==> config.mk <==
export PLATFORM = sky130hd
export DESIGN_NAME = vec_activation_flat
export DESIGN_NICKNAME = d
export VERILOG_FILES = /design/src/rtl/vec_activation_pkg.sv /design/src/rtl/vec_activation_if.sv /design/src/rtl/vec_activation_lane.sv /design/src/rtl/vec_activation.sv /design/src/flat_wrapper.sv
export SDC_FILE = /design/constraint.sdc
export NUM_CORES = 1
export LEC_CHECK = 0
export CORE_UTILIZATION = 35
export CTS_BUF_LIST = sky130_fd_sc_hd__clkbuf_4 sky130_fd_sc_hd__clkbuf_8
export CTS_CLUSTER_SIZE = 16
export DETAILED_ROUTE_END_ITERATION = 10
export GPL_TIMING_DRIVEN = 0
export PLACE_DENSITY = 0.66
export SLEW_MARGIN = 10
export SYNTH_ARGS = -nofsm -noshare
export SYNTH_HDL_FRONTEND = slang
export SYNTH_SLANG_ARGS = --single-unit
==> constraint.sdc <==
create_clock -name clk_in -period 3.7 [get_ports clk_in]
set_input_delay 0.74 -clock clk_in [delete_from_list [all_inputs] [get_ports clk_in]]
set_output_delay 0.74 -clock clk_in [all_outputs]
set_load 0.01 [all_outputs]
### Sequential cells colored by netlist name, run 1

Scale bar: 20 um.
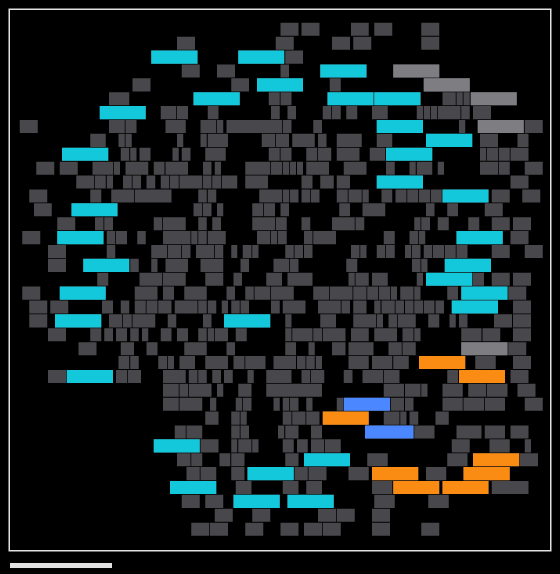
- orange: `u_core.clip_q` (flops 8; where bottom right)
- blue: `u_core.mode_q` (flops 2)
- cyan: `u_core.bus.write_out_data` (flops 32; where widely spread)
- not colored: 5
post-layout util: 0.473
sequential power: 810 uW
Seq/total area: 0.240

### The clock network, run 1

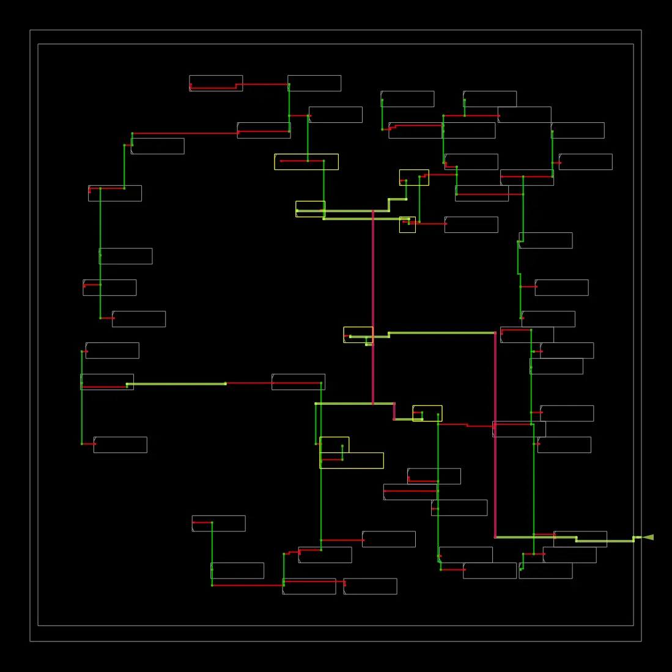
Clock Skew: 6.38 ps
cts bufs inserted: 5

### Cell classes on the final placement, run 1

Fill, decap, tap and diode cells in gray.
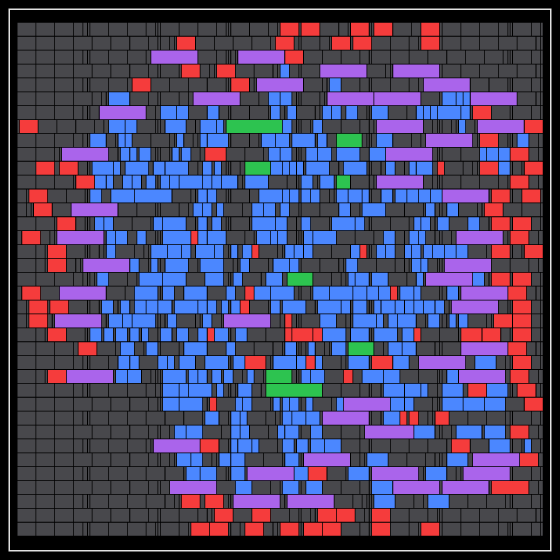
- blue: all other logic (cells 352)
- purple: flip-flops (cells 47)
- red: other buffers and delay cells (cells 105)
- green: clock drivers and dummy loads (cells 8)
FP Rows: 37
finished layout cell area: 0.00491 sq mm
core area: 0.0104 sq mm

==> Changelog: implementation, run 1 <==
### Implementation results

* Setup repair after global routing missed its margin: no
* Post-Route WL at 12.2 mm
* Worst hold path cell count at 2
* VDD IR max at 0.223 mV
* Syn Area/Cell at 8.91 sq um
* Power Dens Cells at 598 mW/mm^2
* Final setup violation count at 0
* Chip area at 0.0112 sq mm
* Die H at 106 um
* Ratio of cells with drive above 1 in the final layout at 0.115
* Initial antenna violation count at 0
* CTS Sinks at around 47
* Worst reg-to-reg path cell count at 10
* Worst-case clock buffer depth at 2
* Max reg flops at 32
* Net Sw Power at 1190 uW
* Ys flop type: dfrtp_1
* Tool warnings at 30
* Max Slew Vio Count at 0
* Fin. Hold Viols at 0
* Largest net degree at the start of global routing at 27
* ANT nets after route at 0
* Startpoint Class: primary input
* Vias after detailed routing at roughly 3800
* H-tree depth at 2
* Sequential share of power at 0.276
* Slew HR at 0.542
* Post-cts sizing count at 0
* Cell Int Power at 1740 uW
* Crit Path Class: in2out
* Congestion Overflow GR at 0
* CP endpoint kind: output port
* First-pass GRT wire length at 20.0 mm
* Final Power at 2930 uW
* Status: finished clean
* IO Port Bufs at 81
* Clk slew on worst S/H paths at 90 ps
* Yosys cell count at 423
* Required @ worst endpoint at 2960 ps
* Via density at 5.92
* P&R area growth vs syn at 30.2%
* Worst-path fanout max at 19
* Yosys stat area at roughly 0.0038 sq mm
* Clk network pwr share at 0.159
* Final period utilization at 0.936
* Max Clk Rate at 0.289 GHz
* Synth Instances at 423
* DP HPWL at 9.17 mm
* Vias in the first global route at 3912
* CTS tree: built
* Register Area at 0.00118 sq mm
* Drt first pass iters at 5
* Nets at 594
* Hold_buf cts at 0
* Total GRT Usage at 0.226
* Routability cong. at 0.916
* Top cells excl fill/tap: 81 x clkdlybuf4s50_1, 52 x a21oi_1, 46 x dfrtp_1, 37 x ha_1, 31 x o21ai_0
* Logic pwr share at 0.565
* Synth flops at between 40 and 50
* Die Span X at 106 um
* Post-synth ARST share at 1.00
* Antenna cells at 0
* WL/cell at approximately 19 um
* Hold WC Path Type: reg2reg
* Reg2reg setup slack at between 300 and 400 ps
* Latency at later pin at just over 300 ps
* Pleak at ~0.0020 uW
* # IOs at 82
* Fillcell total at 1032
* Logic area at 0.00239 sq mm
* Postcts setup bufs at 0
* FP Core Util at 0.364
* Synth Seq Share at 0.312
* Syn Nets at 506
* Initial DRC count at 181
* Sw frac at 0.406
* Max-Cap Viols at 0
* Warnings, synthesis at 0
* Final min period at 3460 ps
* WP data arrival at roughly 2700 ps
* Synth Cell Area at 0.00377 sq mm
* Drc violations at 0
* Worst slew pin tran at 673 ps
* Most instantiated logic cell after routing: clkdlybuf4s50_1
* Unique cell type count in the Yosys netlist at 48
* Post-synth EDFFs at 0
* Clock root cell: clkbuf_8
## run 1: layout make-up
class / instances / share of cell area
sequential: 47 / 0.240
timing repair buffer: 82 / 0.169
inverter: 18 / 0.0138
clock inverter: 2 / 0.0122
buffer: 23 / 0.0275
multi-input combinational: 334 / 0.487
tap: 136 / 0.0347
clock buffer: 6 / 0.0156
## run 1: per-layer routing
metal	global-route usage	vias to the layer above	routed length (um)
met5	0	-	0
met4	0.0843	0	320
met3	0.0464	33	908
met2	0.375	174	5580
met1	0.287	1853	5380
li1	-	1779	-
## run 1: synthesized netlist by cell type (7+ instances only)
cell      instances  area share
a21oi_1          52       0.069
dfrtp_1          46        0.31
ha_1             37        0.12
o21ai_0          31       0.041
nand2_1          27       0.027
mux2_2           23       0.069
o22ai_1          22       0.037
o211ai_1         21       0.042
inv_1            18       0.018
clkbuf_1         11       0.011
nor2_1           10       0.010
nand2b_1          8       0.013
or3_1             8       0.013
a31oi_1           7       0.012
and3_1            7       0.012
nand3_1           7      0.0093
o21a_1            7       0.014
## run 1: critical path, stage by stage
cell             delay, ps
clkdlybuf4s50_1        480
nand2b_1               130
nand2_1                200
inv_1                  160
buf_2                  390
clkdlybuf4s50_1        620
## run 1: cells by family after synthesis
| family | after synthesis | synth area share |
|---|---|---|
| multiplexers | 26 | 0.0767 |
| adder cells (fa/ha/maj) | 37 | 0.123 |
| AND-OR/OR-AND | 175 | 0.297 |
| flip-flops | 47 | 0.312 |
| buffers and inverters | 42 | 0.0548 |
| AND/OR/NAND/NOR | 96 | 0.137 |
## run 1: per-stage QoR
step / instance area (sq um) / hold WS [ps] / TNS, ps / std cells / setup WS [ps]
detailed placement: 4770 / 473 / -2090 / 641 / -180
finish: 4910 / 490 / 0 / 648 / 237
global placement: 4750 / 462 / -1390 / 640 / -158
floorplan: 3770 / 438 / 0 / 423 / 881
CTS: 4900 / 494 / 0 / 648 / 146
global route: 4910 / 525 / 0 / 648 / 107
## run 1: power by group through the flow
stage / Sequential (uW) / Combinational, uW / Clock [uW]
6_report: 810 / 1660 / 468
2_1_floorplan: 858 / 940 / 0
5_1_grt: 837 / 1810 / 496
3_5_place_dp: 820 / 1630 / 0
4_1_cts: 809 / 1640 / 477
3_3_place_gp: 812 / 1580 / 0
==> run 2, diff against run 1 <==
--- a/config.mk
+++ b/config.mk
@@ -10,6 +10,7 @@
 export CTS_CLUSTER_SIZE = 16
 export DETAILED_ROUTE_END_ITERATION = 10
 export GPL_TIMING_DRIVEN = 0
+export HOLD_SLACK_MARGIN = 0.06
 export PLACE_DENSITY = 0.66
 export SLEW_MARGIN = 10
 export SYNTH_ARGS = -nofsm -noshare
### Clock distribution, run 2

Scale bar: 20 um.
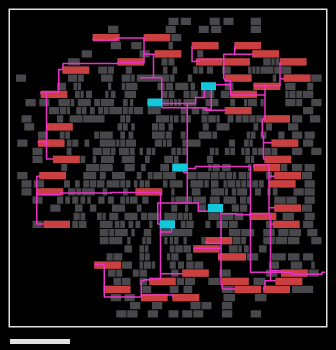
- cyan: cells driving clock nets (count 5)
- magenta: clock wires (length 734 um)
- red: flip-flops (count 47)
- routed clock nets: 6
Clk network pwr share: 0.159
Power Clock: 468 uW
Latency at later pin: 310 ps

==> run 2 against run 1 <==
Against the previous run:
- non-clock buffer count unchanged
- cell count unchanged
- wire length unchanged
- count of clock-buffer cells in the layout unchanged
- critical path depth unchanged
- via count did not move
- die area unchanged
- utilization did not move
- register-to-register slack about the same
- sequential power hardly changed
==> Changelog: implementation, run 2 <==
### Implementation results

* Cts bufs inserted at 5
* IO Port Bufs at 81
* H-tree depth at 2
* CP endpoint kind: output port
* Count leader, synth: a21oi_1
* Clk slew on worst S/H paths at about 90 ps
* Setup ws final at 237 ps
* Worst reg-to-reg path cell count at 10
* Logic pwr share at 0.565
* CTS Sinks at around 47
* Dominant cell type by area after synthesis: dfrtp_1
* Max Clk Rate at about 0.29 GHz
* Synth Instances at around 420
* Slew HR at 0.542
* Synth Seq Share at 0.312
* Post-synth ARST share at 1.00
* Die Span X at 106 um
* Sw frac at 0.406
* Post-synth EDFFs at 0
* Max-Cap Viols at 0
* VDD IR max at 0.223 mV
* Pleak at 0.00198 uW
* Setup repair after global routing missed its margin: no
* Slowest library cell on the worst path: clkdlybuf4s50_1
* Worst-path fanout max at 19
* Worst-case clock buffer depth at 2
* Biggest area cells: dfrtp_1 31%, ha_1 12%, a21oi_1 6.9%, mux2_2 6.9%, o211ai_1 4.2%
* Tool warnings at 30
* Synth Cell Area at 0.00377 sq mm
* Clock Skew at 6.38 ps
* Yosys cell count at about 420
* Clock root cell: clkbuf_8
* Power Dens Cells at 598 mW/mm^2
* FP Core Util at 0.364
* Final setup violation count at 0
* Initial DRC count at approximately 180
* Chip area at about 0.011 sq mm
* Routability cong. at 0.916
* Postcts setup bufs at 0
* Unique cell type count in the Yosys netlist at 48
* Core area at 0.0104 sq mm
* Min Hold Slack at 490 ps
* # IOs at 82
* CTS tree: built
* Largest net degree at the start of global routing at 27
* Max Slew Vio Count at 0
* Most frequent CP cell: clkdlybuf4s50_1
* Reg2reg setup slack at 360 ps
* First-pass GRT wire length at 20.0 mm
* Most instantiated logic cell after routing: clkdlybuf4s50_1
* DP HPWL at 9.17 mm
* Startpoint Class: primary input
* Status: finished clean
* Synth flops at 47
* CP Cell Sequence: clkdlybuf4s50_1 -> nand2b_1 -> nand2_1 -> inv_1 -> buf_2 -> clkdlybuf4s50_1
* Post-Place Worst Slack at -180 ps
* Crit-path max cell delay at 620 ps
* ANT nets after route at 0
* WL/cell at 18.8 um
* Net Sw Power at 1190 uW
* Congestion Overflow GR at 0
* Required @ worst endpoint at just under 3000 ps
* Final min period at between 3000 and 4000 ps
* Worst hold path cell count at 2
* Antenna cells at 0
* Yosys stat area at ~0.0038 sq mm
* Hold WC Path Type: reg2reg
* Via density at 5.92
* Area leader share at 0.305
* Vias after detailed routing at 3839
* Drc violations at 0
* FP Rows at 37
* Nets at slightly below 600
* Sequential share of power at 0.276
* Crit Path Class: in2out
* Synth cell count leaders: 52 x a21oi_1, 46 x dfrtp_1, 37 x ha_1
* P&R area growth vs syn at 30.2%
* Die H at about 110 um
* Worst slew pin tran at 673 ps
* Top cells excl fill/tap: 81 x clkdlybuf4s50_1, 52 x a21oi_1, 46 x dfrtp_1, 37 x ha_1, 31 x o21ai_0
* Vias in the first global route at 3912
* Ys flop type: dfrtp_1
* Syn Area/Cell at approximately 9 sq um
* Max reg flops at 32
* Final period utilization at 0.936
* Syn Nets at 506
* Drt first pass iters at 5
* Warnings, synthesis at 0
* Initial antenna violation count at 0
* Cell Int Power at 1740 uW
### Cell classes on the final placement, run 2

Fill, decap, tap and diode cells in gray.
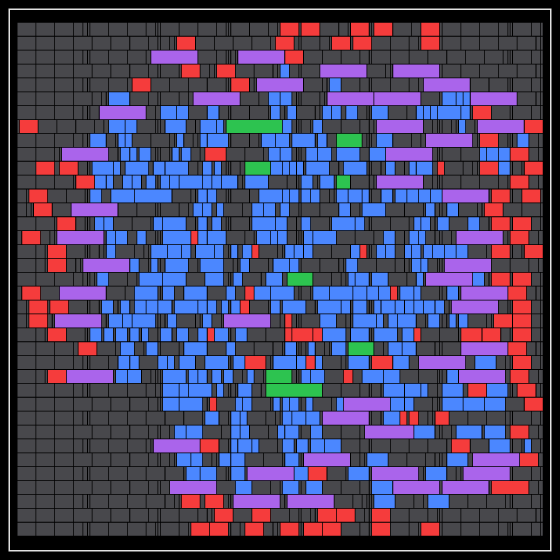

run 2: cell counts in the layout (fill, tap and decap cells not counted):
No cell type changed its count.
run 2: final cells by class:
type                       count  area, sq um
clock buffer                   6         76.3
multi-input combinational    334         2390
sequential                    47         1180
buffer                        23          135
fill                        1032         5460
timing repair buffer          82          831
clock inverter                 2         60.1
inverter                      18         67.6
tap                          136          170
run 2: critical path: cells and delay by family:
kind,cells,cell delay (ps)
buf+inv,4,1650
simple gates,2,330
run 2: per-layer routing:
metal | share of wire | vias up | track usage
met5 | 0 | - | 0
met4 | 0.026 | 0 | 0.0843
met3 | 0.075 | 33 | 0.0464
met2 | 0.46 | 174 | 0.375
met1 | 0.44 | 1853 | 0.287
li1 | - | 1779 | -
run 2: cells by family after synthesis:
group,Yosys count,synth area share
and+or+nand+nor,96,0.137
buffers and inverters,42,0.0548
DFF,47,0.312
muxes,26,0.0767
AOI/OAI and AO/OA,175,0.297
adders and majority gates,37,0.123
run 2: power groups by stage:
stage / sequential, uW / clock, uW / combinational (uW)
2_1_floorplan: 858 / 0 / 940
3_3_place_gp: 812 / 0 / 1580
3_5_place_dp: 820 / 0 / 1630
4_1_cts: 809 / 477 / 1640
5_1_grt: 837 / 496 / 1810
6_report: 810 / 468 / 1660
run 2: timing repair:
action	in CTS	in global routing
setup endpoints to repair	1	14
hold buffers	0	0
cloned	0	0
gates resized	0	1
run 2: metrics by stage:
step / instance area [sq um] / instances / utilization
5_1_grt: 4910 / 648 / 0.473
3_5_place_dp: 4770 / 641 / 0.460
2_1_floorplan: 3770 / 423 / -
4_1_cts: 4900 / 648 / 0.473
3_3_place_gp: 4750 / 640 / 0.458
6_report: 4910 / 648 / 0.473
Power and IR drop assume default switching activity.
